`src/rtl/jtag_pkg.sv`:
```
// Shared JTAG definitions: TAP controller state encoding and instruction opcodes.
// Used by the TAP controller, the instruction register and the data register blocks.
package jtag_pkg;

    // 4-bit TAP state encoding, identical to the one the TAP controller drives.
    typedef enum logic [3:0] {
        EXIT2_DR         = 4'h0,
        EXIT1_DR         = 4'h1,
        SHIFT_DR         = 4'h2,
        PAUSE_DR         = 4'h3,
        SELECT_IR        = 4'h4,
        UPDATE_DR        = 4'h5,
        CAPTURE_DR       = 4'h6,
        SELECT_DR        = 4'h7,
        EXIT2_IR         = 4'h8,
        EXIT1_IR         = 4'h9,
        SHIFT_IR         = 4'hA,
        PAUSE_IR         = 4'hB,
        RUN_TEST_IDLE    = 4'hC,
        UPDATE_IR        = 4'hD,
        CAPTURE_IR       = 4'hE,
        TEST_LOGIC_RESET = 4'hF
    } tap_state_e;

    // Opcodes are held at 8 bits and truncated to the IR width at each use.
    localparam logic [7:0] OP_SAMPLE   = 8'h01;
    localparam logic [7:0] OP_EXTEST   = 8'h02;
    localparam logic [7:0] OP_INTEST   = 8'h03;
    localparam logic [7:0] OP_RUNBIST  = 8'h04;
    localparam logic [7:0] OP_CLAMP    = 8'h05;
    localparam logic [7:0] OP_IDCODE   = 8'h07;
    localparam logic [7:0] OP_USERCODE = 8'h08;
    localparam logic [7:0] OP_HIGHZ    = 8'h09;

    function automatic logic opFits(input logic [7:0] op, input int width);
        return (op >> width) == 8'd0;
    endfunction

endpackage

```
`src/rtl/ir_decode.sv`:
```
// Combinational opcode validation (for the shift register value about to be committed)
// and one-hot decode of the active instruction.
module ir_decode
    import jtag_pkg::*;
#(
    parameter int IR_WIDTH = 4
) (
    input  logic [IR_WIDTH-1:0] candidate_i,
    output logic [IR_WIDTH-1:0] validated_o,
    input  logic [IR_WIDTH-1:0] active_i,
    output logic                selBypass_o,
    output logic                selIdcode_o,
    output logic                selUsercode_o,
    output logic                selSample_o,
    output logic                selExtest_o,
    output logic                selIntest_o,
    output logic                selRunbist_o,
    output logic                selClamp_o,
    output logic                selHighz_o,
    output logic                testMode_o
);

    localparam logic [IR_WIDTH-1:0] ALL_ONES = {IR_WIDTH{1'b1}};

    // All ones always means BYPASS, even where a narrow IR makes it alias another opcode.
    function automatic logic isOp(input logic [IR_WIDTH-1:0] v, input logic [7:0] op);
        return opFits(op, IR_WIDTH) && (v == IR_WIDTH'(op)) && (v != ALL_ONES);
    endfunction

    logic candKnown;

    always_comb begin
        candKnown = (candidate_i == ALL_ONES)
                 || isOp(candidate_i, OP_SAMPLE)
                 || isOp(candidate_i, OP_EXTEST)
                 || isOp(candidate_i, OP_INTEST)
                 || isOp(candidate_i, OP_RUNBIST)
                 || isOp(candidate_i, OP_CLAMP)
                 || isOp(candidate_i, OP_IDCODE)
                 || isOp(candidate_i, OP_USERCODE)
                 || isOp(candidate_i, OP_HIGHZ);
        validated_o = candKnown ? candidate_i : ALL_ONES;
    end

    assign selIdcode_o   = isOp(active_i, OP_IDCODE);
    assign selUsercode_o = isOp(active_i, OP_USERCODE);
    assign selSample_o   = isOp(active_i, OP_SAMPLE);
    assign selExtest_o   = isOp(active_i, OP_EXTEST);
    assign selIntest_o   = isOp(active_i, OP_INTEST);
    assign selRunbist_o  = isOp(active_i, OP_RUNBIST);
    assign selClamp_o    = isOp(active_i, OP_CLAMP);
    assign selHighz_o    = isOp(active_i, OP_HIGHZ);

    // Anything not recognised decodes as BYPASS so exactly one select is always high.
    assign selBypass_o = !(selIdcode_o || selUsercode_o || selSample_o || selExtest_o
                        || selIntest_o || selRunbist_o || selClamp_o || selHighz_o);

    assign testMode_o = selExtest_o | selIntest_o | selRunbist_o | selClamp_o | selHighz_o;

endmodule

```
`src/rtl/ir_shift.sv`:
```
// JTAG instruction register: capture/shift register plus the separately updated active
// instruction, its one-hot decode and an update strobe.
module ir_shift
    import jtag_pkg::*;
#(
    parameter int                  IR_WIDTH   = 4,
    parameter logic [IR_WIDTH-1:0] IDCODE_OP  = IR_WIDTH'(4'h7),
    parameter bit                  USE_IDCODE = 1'b1
) (
    input  logic                TCK,
    input  logic                rst,
    input  logic                TDI,
    input  logic [3:0]          state,
    // A 2-bit IR has no status bits; the port stays 1 bit wide and is ignored then.
    input  logic [((IR_WIDTH > 2) ? IR_WIDTH - 3 : 0):0] capture_status,
    output logic                TDO_IR,
    output logic [IR_WIDTH-1:0] JTAG_IR,
    output logic                sel_bypass,
    output logic                sel_idcode,
    output logic                sel_usercode,
    output logic                sel_sample,
    output logic                sel_extest,
    output logic                sel_intest,
    output logic                sel_runbist,
    output logic                sel_clamp,
    output logic                sel_highz,
    output logic                test_mode,
    output logic                ir_updated
);

    localparam logic [IR_WIDTH-1:0] RESET_OP = USE_IDCODE ? IDCODE_OP : {IR_WIDTH{1'b1}};

    logic [IR_WIDTH-1:0] shreg_q, shreg_d;
    logic [IR_WIDTH-1:0] jtagIr_q, jtagIr_d;
    logic                irUpdated_q, irUpdated_d;
    logic [IR_WIDTH-1:0] captureVal;
    logic [IR_WIDTH-1:0] validated;

    // The truncating cast drops the unused status bit when IR_WIDTH is 2.
    assign captureVal = IR_WIDTH'({capture_status, 2'b01});

    ir_decode #(
        .IR_WIDTH (IR_WIDTH)
    ) u_decode (
        .candidate_i   (shreg_q),
        .validated_o   (validated),
        .active_i      (jtagIr_q),
        .selBypass_o   (sel_bypass),
        .selIdcode_o   (sel_idcode),
        .selUsercode_o (sel_usercode),
        .selSample_o   (sel_sample),
        .selExtest_o   (sel_extest),
        .selIntest_o   (sel_intest),
        .selRunbist_o  (sel_runbist),
        .selClamp_o    (sel_clamp),
        .selHighz_o    (sel_highz),
        .testMode_o    (test_mode)
    );

    always_comb begin
        shreg_d     = shreg_q;
        jtagIr_d    = jtagIr_q;
        irUpdated_d = 1'b0;
        case (state)
            TEST_LOGIC_RESET: begin
                shreg_d  = RESET_OP;
                jtagIr_d = RESET_OP;
            end
            CAPTURE_IR: shreg_d = captureVal;
            SHIFT_IR:   shreg_d = {TDI, shreg_q[IR_WIDTH-1:1]};
            UPDATE_IR: begin
                jtagIr_d    = validated;
                irUpdated_d = 1'b1;
            end
            default: ;
        endcase
    end

    always_ff @(posedge TCK) begin
        if (rst) begin
            shreg_q     <= RESET_OP;
            jtagIr_q    <= RESET_OP;
            irUpdated_q <= 1'b0;
        end else begin
            shreg_q     <= shreg_d;
            jtagIr_q    <= jtagIr_d;
            irUpdated_q <= irUpdated_d;
        end
    end

    assign TDO_IR     = shreg_q[0];
    assign JTAG_IR    = jtagIr_q;
    assign ir_updated = irUpdated_q;

endmodule

```
`config.mk`:
```
export PLATFORM = sky130hd
export DESIGN_NAME = ir_shift
export DESIGN_NICKNAME = d
export VERILOG_FILES = /design/src/rtl/jtag_pkg.sv /design/src/rtl/ir_decode.sv /design/src/rtl/ir_shift.sv
export SDC_FILE = /design/constraint.sdc
export NUM_CORES = 1
export LEC_CHECK = 0
export CORE_UTILIZATION = 37
export DETAILED_ROUTE_END_ITERATION = 10
export PLACE_DENSITY = 0.77
export REMOVE_ABC_BUFFERS = 1
export SETUP_SLACK_MARGIN = 0.15
export SYNTH_ARGS = -nofsm -noshare
export SYNTH_HDL_FRONTEND = slang
export SYNTH_HIERARCHICAL = 1
export SYNTH_SLANG_ARGS = --single-unit
```
`constraint.sdc`:
```
create_clock -name TCK -period 1.15 [get_ports TCK]
set_clock_uncertainty 0.05 [all_clocks]
set_input_delay 0.23 -clock TCK [delete_from_list [all_inputs] [get_ports TCK]]
set_output_delay 0.23 -clock TCK [all_outputs]
set_load 0.005 [all_outputs]
```
==> notes.md, run 1 <==
Main metrics from the flow reports.

The run finished, with violations left. The checks that failed: negative setup slack. The CTS sink count is 9.

Among the non-sequential cells, simple AND/OR/NAND/NOR gates take the most area. Input and output buffers added on the ports amount to 24. For this run the aggregate overflow at the end of global routing stands at 0.

The cell-mix breakdown from Yosys lists the simple-gate area share as 33.0%. The TritonCTS buffer count is 3. In the log, the iteration count for the first detailed-route pass is 4.

The chip area from the yosys synthesis statistics is 611 um2. The commonest register cell is dfxtp_1. The via count of the first global-routing pass is 746. The synthesized netlist occupies a cell area of 611 um2.

The area of combinational cells with multiple inputs is 494 um2. The area share of the largest cell type after synthesis is 29.5%. The internal power is 0.513 mW. The final net count is 134. The critical path in this run is classified as reg -> out. The number of buffers between clock root and the deepest sink came out at 2. The sequential element share of the synthesized area came out at 29.5%.

The final setup slack of the worst path is -0.412 ns. The clock latency reported for the late side of the worst-skew pair is 0.26 ns. The max-slew check reports its worst relative slack as 85.3%. Per the synthesis report, the adder-cell share of the synthesized area is 0%.

The final period demand of the worst path is 1.56 ns. At the floorplan stage, the core utilization is reported as 40.1%. The initial antenna violation count came out at 0.

The count of library flops with an enable pin is 0. The reported max-cap violation count came out at 0. Entering global routing, the biggest net connects 10 pins. The ratio of final minimum period to clock period is 136%. The analysis attributes to net switching a power of 0.173 mW. The x dimension of the die came out at 42.6 um. The fraction of power consumed by sequential logic came out at 47.5%. The data arrival time of the critical path is 1.28 ns.

The worst setup path is launched from a flop. The placed instance area came out at 948 um2. For reference, the top cells by area after synthesis are dfxtp_1, nor3_1, o21bai_1. The number of cells in the yosys synthesis report came out at 80. Logged for this run, the post-placement worst setup slack is -0.528 ns.

The number of unique standard cell types used by synthesis is 30. The number of antenna diodes in the final layout is 0. The post-synthesis instance total is 80.

The hold violation total from the final report came out at 0. The synthesized area per cell came out at 7.63 um2. The total I/O pin count is 25. The cell taking the most area after synthesis is dfxtp_1. The die covers 1820 um2. The share of the synthesized netlist area taken by xor and xnor gates came out at 2.87%. Counting pins that exceed their max-slew limit in the final report gives 0. The HPWL after detailed placement came out at 1.20 mm. The worst setup path is captured at an output pin. The async set-or-reset flop fraction in the synthesized netlist came out at 0%. The total of fill cells in the finished design came out at 121. The remaining antenna violation count after routing is 0. Warnings reported by Yosys during synthesis add up to 6. After detailed routing, the number of remaining DRC violations is 0. The post-synthesis mux area share came out at 1.64%. The maximum clock frequency is 640 MHz. The number of DRC markers in iteration 0 is 5. After synthesis, the most frequently instantiated cells are dfxtp_1, nor3_1, nor2_1, a21oi_1, o21bai_1. In the final layout, the share of cells above drive strength 1 is 60.5%. In this run, the clock network consumes 35.0% of the power. The slew at the pin closest to its max-slew limit came out at 0.218 ns.

The script computed a power per unit cell area of 614 nW/um2. The number of endpoints failing setup at the final stage is 11. The area added between synthesis and finish came out at 83.0%. The worst VDD IR drop from the latest analysis is 0.548 mV. In this run the number of H-tree levels came out at 1.

The count of warning messages emitted by the tools is 27. The TritonCTS clock tree is done. The power report shows net switching accounting for 25.3% of the total. The last weighted congestion value of the routability-driven placer came out at 0.808. The area fraction in compound gates after synthesis came out at 23.6%. The height of the die is 42.6 um. The cell leakage power is 0.527 nW. Setup repair after global routing could not meet its margin everywhere. The required time of the critical path came out at 0.87 ns. In the CTS report, the clock slew at the register clock pins of the worst setup and hold paths is listed as 0.05 ns.

The share of total power dissipated in combinational logic is 17.6%. Per the detail_route report, vias per standard cell equal 5.36. The overall power consumption is 0.686 mW.

The combined flip-flop and latch cell area is 200 um2. Checking hold timing, the worst path is listed with class in -> reg.
==> run 1: area by class of cell <==
type | count | share of cell area (%)
inverters | 2 | 0.672
well taps | 16 | 1.79
flip-flops and latches | 9 | 17.9
clock buffers | 4 | 2.35
repair buffers | 47 | 33.0
multi-input cells | 62 | 44.2
==> run 1: layout by cell type (no fill, tap or decap), types with 2 or more instances in the layout <==
cell type and n:
clkbuf_2 2, dfxtp_4 4, o21ai_1 4, or3b_1 2
nor2b_1 2, nand3_2 2, inv_1 2, o31ai_1 2
buf_2 12, a21oi_2 4, nor3_2 4, buf_4 16
o21bai_1 5, clkbuf_4 3, dfxtp_2 4, nor2_2 2
buf_6 11, nand2b_4 3, clkdlybuf4s50_1 2, nand2_2 2
a31oi_1 2, nand3b_1 3, dlygate4sd2_1 4, nor2_1 3
nor3_1 5
==> run 1: power groups by stage <==
stage          clock [mW]  combinational (mW)  sequential [mW]
6_report            0.240               0.121            0.326
3_5_place_dp            0               0.115            0.335
4_1_cts             0.244               0.117            0.325
2_1_floorplan           0              0.0388            0.334
5_1_grt             0.267               0.132            0.326
3_3_place_gp            0               0.112            0.334
==> run 1: flip-flops by register name (all words and copies together) (netlist names) <==
name / count
JTAG_IR: 4
shreg_q: 4
ir_updated: 1
==> run 1: metrics by stage <==
step,hold WS [ns],std cells,setup TNS (ns),util [%]
2_1_floorplan,0.249,73,-0.114,-
6_report,0.236,140,-3.25,73.3
4_1_cts,0.390,136,-3.51,68.5
3_3_place_gp,0.491,130,-7.36,62.2
3_5_place_dp,0.491,130,-7.86,62.2
5_1_grt,0.258,140,-3.98,73.3
==> run 1: repair_timing <==
item,in CTS,in global routing
setup endpoints to repair,25,22
gates resized,100,23
setup buffers,2,4
endpoints found under the hold margin,0,0
pin swaps,15,9
hold buffers,0,0
==> run 1: logic make-up (layout without fill, tap and decap cells) <==
logic type	Yosys count	count (layout)
multiplexers	1	1
AND-OR/OR-AND	23	23
XOR/XNOR	2	2
AND/OR/NAND/NOR	36	36
flip-flops	9	9
buffers and inverters	9	53
==> run 1: worst max-delay path: stages, from the launching register on <==
cell,delay [ns]
dfxtp_2,0.32
or4_4,0.52
nand3_2,0.08
buf_2,0.10
==> run 1: metal layers <==
| layer | global-route usage (%) | vias up | share of wire (%) |
|---|---|---|---|
| met1 | 21.2 | 338 | 39 |
| li1 | - | 382 | - |
| met3 | 2.59 | 4 | 4.6 |
| met2 | 39.7 | 27 | 54 |
| met5 | 0 | - | 0 |
| met4 | 12.5 | 0 | 1.8 |
==> run 1: final timing paths <==
kind,start,end,slack (ns),cells after the start
max,JTAG_IR[0],sel_bypass,-0.41,3
min,state[0],shreg_q[3],0.24,3
max reg2reg,shreg_q[3],shreg_q[2],0.06,3
min reg2reg,shreg_q[3],shreg_q[3],0.48,2
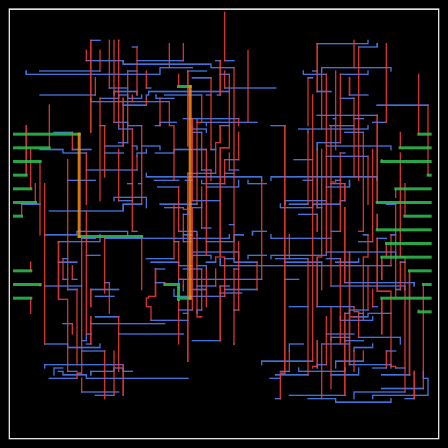
run_1/metal_stack.png
| layer | color | wire length |
|---|---|---|
| met4 | orange | 31.3 um |
| met2 | red | 927 um |
| met1 | blue | 675 um |
| met3 | green | 78.8 um |
routed wire length: 1.71 mm
aggregate global-route resource usage: 21.0%
average wire per standard cell: 12.2 um
via total after detailed routing: 751

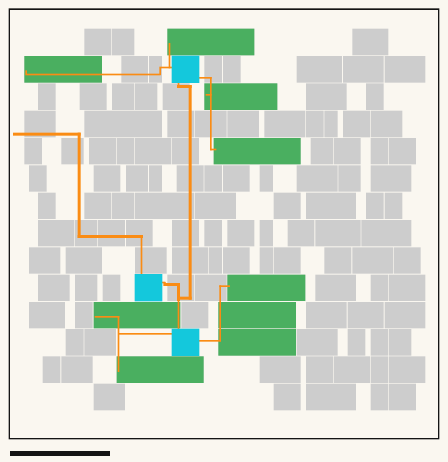
run_1/clock_map.png
Bar = 10 um.
[clock wires] orange | length: 114 um
[flip-flops] green | count: 9
[cells driving clock nets] cyan | count: 3
routed clock nets: 4

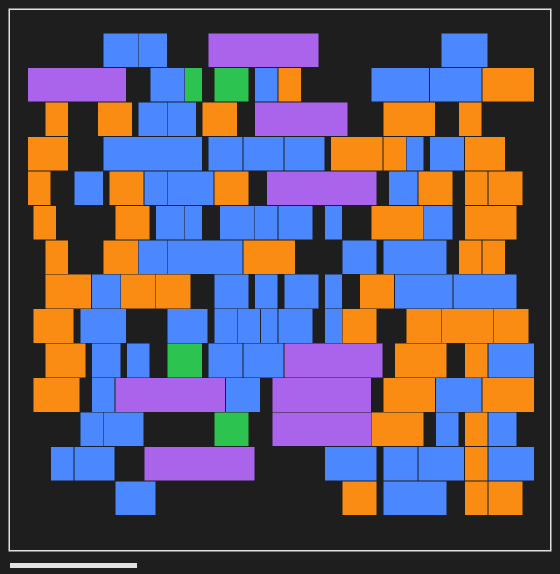
run_1/cell_classes.png
Bar = 10 um.
| class | color | cells |
|---|---|---|
| all other logic | blue | 64 |
| other buffers and delay cells | orange | 47 |
| flip-flops | purple | 9 |
| clock drivers and dummy loads | green | 4 |
Finished Cell Area: 1120 um2
Core Util, Final: 73.3%
total number of placement rows: 14
floorplan core area: 1520 um2
fraction of area in registers: 17.9%

## Run 2: what changed since run 1
CTS_CLUSTER_DIAMETER = 120   (was not set)
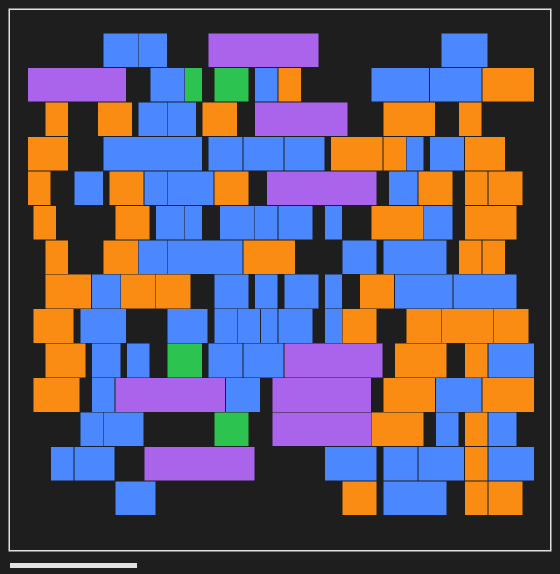
run_2/cell_classes.png
Bar = 10 um.
| class | color | cells |
|---|---|---|
| other buffers and delay cells | orange | 47 |
| flip-flops | purple | 9 |
| all other logic | blue | 64 |
| clock drivers and dummy loads | green | 4 |

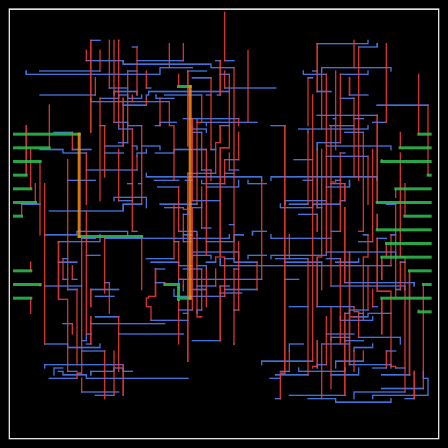
run_2/metal_stack.png
| layer | color | wire length |
|---|---|---|
| met4 | orange | 31.3 um |
| met1 | blue | 675 um |
| met2 | red | 927 um |
| met3 | green | 78.8 um |

==> run 2 against run 1 <==
Count of clock-buffer cells in the layout unchanged. Power unchanged. Critical endpoint unchanged. The flow still finishes with violations (negative setup slack). Sequential power about the same.
==> notes.md, run 2 <==
Main metrics from the flow reports.

The row count is 14. The startpoint of the most critical hold path is state[0]. The overall power consumption is 0.686 mW.

The finished layout holds 140 standard cells, fillers aside. The kind of cell with the highest combined delay along the critical path is simple AND/OR/NAND/NOR gates. The last weighted congestion value of the routability-driven placer came out at 0.808.

The data arrival time of the critical path came out at 1.28 ns. The reported max-cap violation count came out at 0. The area fraction in full adders, half adders and majority gates is 0%. The HPWL after detailed placement came out at 1.20 mm. The slew at the pin closest to its max-slew limit came out at 0.218 ns. The chip area is 1820 um2. The stat command in Yosys gives a chip area of 611 um2. The hold violation total from the final report came out at 0. The post-layout utilization of the core came out at 73.3%. The overall routing resource usage is 21.0%. For this run the aggregate overflow at the end of global routing stands at 0. The simple-gate share of the synthesized area came out at 33.0%. The placed cell count is 130. The hold buffer count at CTS is 0. Per the timing report, the most critical flop-to-flop path finishes at shreg_q[2]. In this run, the synthesized area fraction spent on AND-OR/OR-AND gates is recorded as 23.6%. After the first detailed-routing iteration, the DRC count stood at 5. The initial core utilization came out at 40.1%. The sequential element share of the synthesized area came out at 29.5%. The combined flip-flop and latch cell area came out at 200 um2. Per the detail_route report, routed wire per instance is 12.2 um.

The startpoint of the most critical setup path is JTAG_IR[0]. The ratio of final minimum period to clock period came out at 136%. The critical path's slowest stage uses the library cell or4_4.

The worst flop-to-flop path startpoint is shreg_q[3]. The clock latency reported for the late side of the worst-skew pair came out at 0.26 ns. The final layout reports a setup TNS of -3.25 ns. The count of warning messages emitted by the tools came out at 27. The most common logic cells in the final layout are buf_4, buf_2, buf_6. Setup slack on the critical path of the routed design comes to -0.412 ns. The top cell type by area accounts for 29.5% of the synthesized area. The height of the die is 42.6 um. The count of cells along the worst register-to-register path came out at 3.

The share of the synthesized netlist area taken by xor and xnor gates came out at 2.87%. The worst setup path is captured at an output pin. The number of cells on the critical path came out at 3. In the post-synthesis netlist, the biggest area contributors are dfxtp_1, nor3_1, o21bai_1. Subtracting the final worst setup slack from the clock period gives 1.56 ns.

The antenna cell count came out at 0. Checking hold timing, the worst path is listed with class in -> reg. The maximum clock frequency is 640 MHz. In this run the register-to-register setup slack is 0.06 ns. The count of TritonRoute iterations in the first routing pass is 4. The number of H-tree levels is 1. The script computed a power per unit cell area of 614 nW/um2. The run finished, with violations left.

The checks that failed: negative setup slack. In the post-route report, total wirelength is listed as 1.71 mm. For reference, the most critical setup path is categorized as reg -> out.

The number of endpoints failing setup at the final stage came out at 11. In the final design database the tool counted 134 nets.
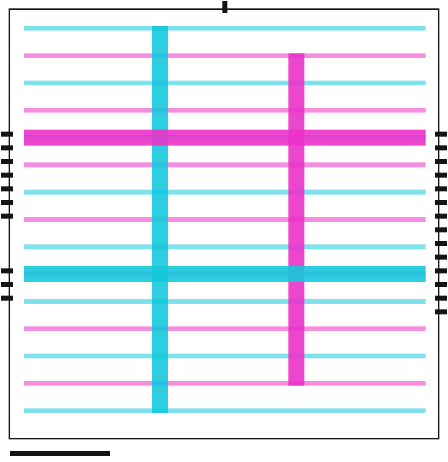
run_2/pdn.png
Bar = 10 um. Pins as bars on the die edge.
| net | color |
|---|---|
| VSS | cyan |
| VDD | magenta |
met1 rails: 15
rows: 14
met5 straps: 2
met4 straps: 2

-- run 2: kinds of logic (layout without fill, tap and decap cells) --
| logic type | Yosys count | count (layout) |
|---|---|---|
| AOI/OAI and AO/OA | 23 | 23 |
| DFF | 9 | 9 |
| buffers and inverters | 9 | 53 |
| and+or+nand+nor | 36 | 36 |
| xor gates and xnor gates | 2 | 2 |
| muxes | 1 | 1 |
-- run 2: area by class of cell --
| class | instances | area share [%] |
|---|---|---|
| clock buffers | 4 | 2.35 |
| inverters | 2 | 0.672 |
| multi-input cells | 62 | 44.2 |
| flip-flops and latches | 9 | 17.9 |
| well taps | 16 | 1.79 |
| repair buffers | 47 | 33.0 |
-- run 2: layer usage --
metal,part of all wire [%],global-route usage (%)
met1,39,21.2
met5,0,0
met3,4.6,2.59
met4,1.8,12.5
met2,54,39.7
-- run 2: worst reg2reg max path, delay by kind of cell, from the launching register on --
family,cells,cell delay (ns)
AND-OR/OR-AND,1,0.05
flip-flops,1,0.36
AND/OR/NAND/NOR,2,0.52
-- run 2: power by group --
group	total [mW]	switching [mW]	internal, mW
Combinational	0.121	0.0541	0.0664
Sequential	0.326	0.0129	0.313
Clock	0.240	0.106	0.133
Total	0.686	0.173	0.513
-- run 2: what timing repair did --
item	4_1_cts	5_1_grt
gates resized	100	23
endpoints found under the setup margin	25	22
pin swaps	15	9
setup buffers	2	4
cloned	0	0
endpoints found under the hold margin	0	0
-- run 2: worst max-delay path by stage --
stage	slack (ns)	to
3_5_place_dp	-0.53	sel_bypass
3_3_place_gp	-0.51	sel_bypass
4_1_cts	-0.41	sel_bypass
5_1_grt	-0.49	sel_bypass
6_report	-0.41	sel_bypass
2_1_floorplan	-0.11	sel_bypass
## Run 3: what changed since run 2
CORE_UTILIZATION = 44   (was 37)
PLACE_DENSITY = 0.86   (was 0.77)
clock period = 1.9 ns   (was 1.15 ns; I/O delays follow)
==> run 3 against run 2 <==
The run now ends clean. Sequential power down 39%. Setup slack better by 0.57 ns. Utilization down 3.4 points. Count of clock-buffer cells in the layout unchanged. Clock power down about 40%. Critical path type unchanged. Routed wire length down 14%. Area after synthesis unchanged. Sequential share of layout area up 2.6 points. Critical endpoint unchanged. Largest power group unchanged. Via count down 7.5%. Combinational power down about 50%. Global-route usage up 1.1 points. Worst hold slack better by 0.29 ns.
==> notes.md, run 3 <==
Main metrics from the flow reports.

Looking at the clock tree report, the maximum root-to-sink buffer count equals 2. The worst-case headroom to the max-slew limit is 80.5%. The count of library flops with an enable pin is 0. The area share of the largest cell type after synthesis is 29.5%. The final max-slew violation count came out at 0. The total number of yosys warnings is 6.

Clock tree synthesis selected as its root buffer the cell clkbuf_4. The later pin in the worst-skew pair is clocked with a latency of 0.26 ns. By area the synthesized netlist is led by dfxtp_1, nor3_1, o21bai_1.

The data arrival time of the critical path came out at 1.32 ns. The final hold slack is 0.525 ns. The OpenROAD report gives the critical path a required time of 1.47 ns. The design draws 0.402 mW. Across all stage logs, warnings added up to 27. In this run the cell area measured after placement is 887 um2. The post-synthesis instance total came out at 80. At the end of the flow, the number of nets in the layout was 121. The layout cell share with drive strength beyond 1 is 20.7%.

The number of vias per cell after detailed routing came out at 5.52. The critical-path cell with the highest stage delay is or4_4. Grouping stages by cell kind, the critical path spends the most delay in simple AND/OR/NAND/NOR gates. The reported max-cap violation count came out at 0.

The highest cell delay on the worst timing path came out at 0.53 ns. The chip area is 1540 um2. The worst setup path is launched from a flop. In the finished design, the share of the clock period the worst path needs comes to 92.0%. The area of combinational cells with multiple inputs came out at 384 um2.

The number of endpoints failing setup at the final stage came out at 0. The TritonCTS buffer count is 3. The synthesized cell area came out at 611 um2. The number of antenna diodes in the final layout is 0. The HPWL after detailed placement is 1.09 mm.

In the layout the commonest cells are clkdlybuf4s50_1, buf_4, nor3_1. The via count of the first global-routing pass is 567. The remaining global-route overflow came out at 0. In this run the critical path is formed by or4_4 -> nand3_1 -> clkbuf_2. The chip area from the yosys synthesis statistics came out at 611 um2. The run finished with clean final reports. The analysis attributes to cell leakage a power of 0.411 nW.

By count the netlist is led by dfxtp_1, nor3_1, nor2_1, a21oi_1, o21bai_1. The start-to-end type of the worst setup path is reg -> out. The clock transition at the registers of the reported paths came out at 0.06 ns. The maximum clock frequency came out at 572 MHz.

The count of input and output buffers is 24. The number of DRC markers in iteration 0 is 17. Per the CTS log, the maximum H-tree level is 1.

The post-detailed-route wirelength per cell is 11.7 um. Note that the worst hold path type here is reg -> reg. The detailed-route via count came out at 695. The initial core utilization came out at 46.9%. The area added between synthesis and finish is 49.0%. The final setup slack of the worst path is 0.153 ns. The async set-or-reset flop fraction in the synthesized netlist came out at 0%. The total detailed-routing wirelength came out at 1.47 mm.

The placed cell count came out at 121. The synthesized design spends more area on one cell type than any other, namely dfxtp_1. The x dimension of the die is 39.3 um.

The count of nets left with antenna violations once routing finished came out at 0. Per the post-place timing report, worst setup slack is 0.0500 ns. The hold violation total from the final report is 0. The sum of buffers and inverters on the critical path is 1. For this design, the sink count on the clock tree is 9. In the Yosys stats the netlist draws on 30 distinct library cells. The setup TNS came out at 0 ns.

TritonCTS built the clock tree. The count of TritonRoute iterations in the first routing pass came out at 4. The largest net degree at the start of global routing came out at 10. The power per cell area is 442 nW/um2. Setup repair after global routing could not meet its margin everywhere. The combined flip-flop and latch cell area came out at 186 um2. The synthesized area per cell is 7.63 um2.

The count of unresolved DRC violations after routing came out at 0. The initial antenna violation count is 0. The most frequent logic cell in the layout is clkdlybuf4s50_1. Post-synth the commonest register cell is dfxtp_1. The overall routing resource usage is 22.1%. The count of placed standard cells in the final layout, fillers left out came out at 126. Summing the sequential cell areas from Yosys gives 29.5% of the chip area. The type of element capturing the critical path is an output pin.

The final period demand of the worst path came out at 1.75 ns.
## run 3: cell counts after synthesis
Identical to the previous run, type by type.
## run 3: tightest hold or removal path, delay by kind of cell (launching register included)
kind	cells	cell delay (ns)
flip-flops	1	0.37
AND/OR/NAND/NOR	1	0.10
AND-OR/OR-AND	1	0.07
## run 3: where the power goes
part,switching [mW],internal (mW),leakage [nW]
Sequential,0.00728,0.191,0.0730
Clock,0.0619,0.0806,0.0150
Combinational,0.0260,0.0347,0.323
## run 3: metal layers
layer / part of all wire [%] / global-route usage (%)
met5: 0 / 0
met3: 7.4 / 3.41
met4: 0.54 / 12.9
met2: 52 / 42.5
met1: 40 / 21.6
## run 3: final cells by class
| type | count | area share, % |
|---|---|---|
| clock buffer | 4 | 2.89 |
| inverter | 2 | 0.825 |
| multi-input combinational | 62 | 42.2 |
| sequential | 9 | 20.5 |
| tap | 15 | 2.06 |
| timing repair buffer | 34 | 31.5 |
## run 3: what timing repair did
| item | in CTS | in global routing |
|---|---|---|
| hold endpoints to repair | 0 | 0 |
| gates cloned | 0 | 0 |
| hold buffers | 0 | 0 |
| buffers inserted | 1 | 0 |
| endpoints found under the setup margin | 11 | 5 |
| pin swaps | 0 | 1 |
| resized | 16 | 9 |
## run 3: cells by family after synthesis
family          count (synthesis)  share of synthesized area, %
simple gates                   36                          33.0
buf+inv                         9                          9.43
xor+xnor                        2                          2.87
compound gates                 23                          23.6
mux                             1                          1.64
flops                           9                          29.5
## run 3: worst paths after layout
| kind | start | to | slack, ns | cells after the start |
|---|---|---|---|---|
| max | JTAG_IR[1] | sel_bypass | 0.15 | 3 |
| min | JTAG_IR[2] | JTAG_IR[2] | 0.53 | 2 |
| max reg2reg | shreg_q[3] | shreg_q[2] | 0.65 | 3 |
| min reg2reg | JTAG_IR[2] | JTAG_IR[2] | 0.53 | 2 |
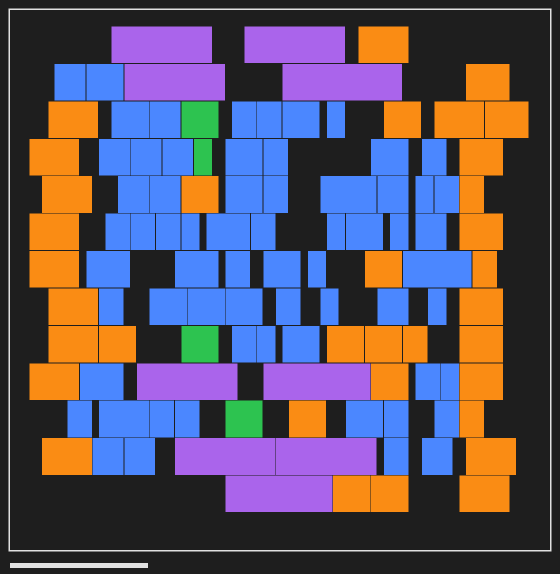
run_3/cell_classes.png
Bar = 10 um.
| class | color | cells |
|---|---|---|
| all other logic | blue | 64 |
| other buffers and delay cells | orange | 34 |
| clock drivers and dummy loads | green | 4 |
| flip-flops | purple | 9 |
total number of placement rows: 13
fraction of area in registers: 20.5%
Core Util, Final: 69.9%
Finished Cell Area: 910 um2

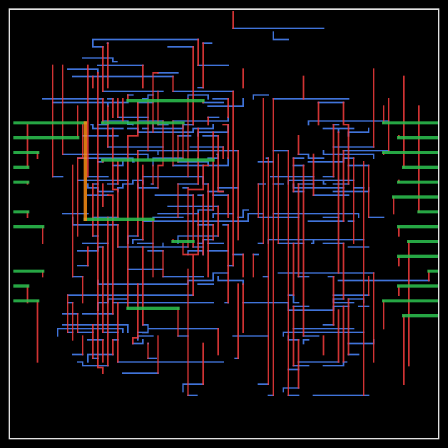
run_3/metal_stack.png
| layer | color | wire length |
|---|---|---|
| met2 | red | 758 um |
| met1 | blue | 594 um |
| met3 | green | 110 um |
| met4 | orange | 8.80 um |

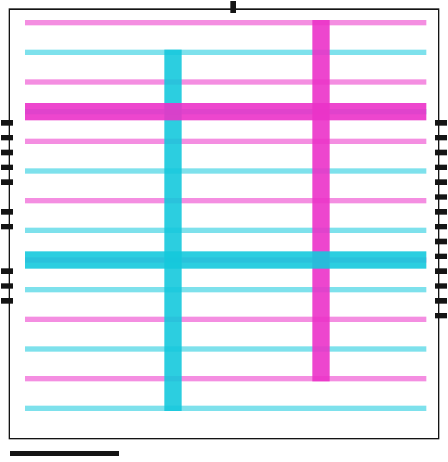
run_3/pdn.png
Bar = 10 um. Pins as bars on the die edge.
| net | color |
|---|---|
| VDD | magenta |
| VSS | cyan |
met1 rails: 14
rows: 13
met5 straps: 2
met4 straps: 2
signal pins: 25
worst ir drop on vdd: 0.323 mV
floorplan core area: 1300 um2

No activity file was given, so power comes from the tool's default toggle rates.
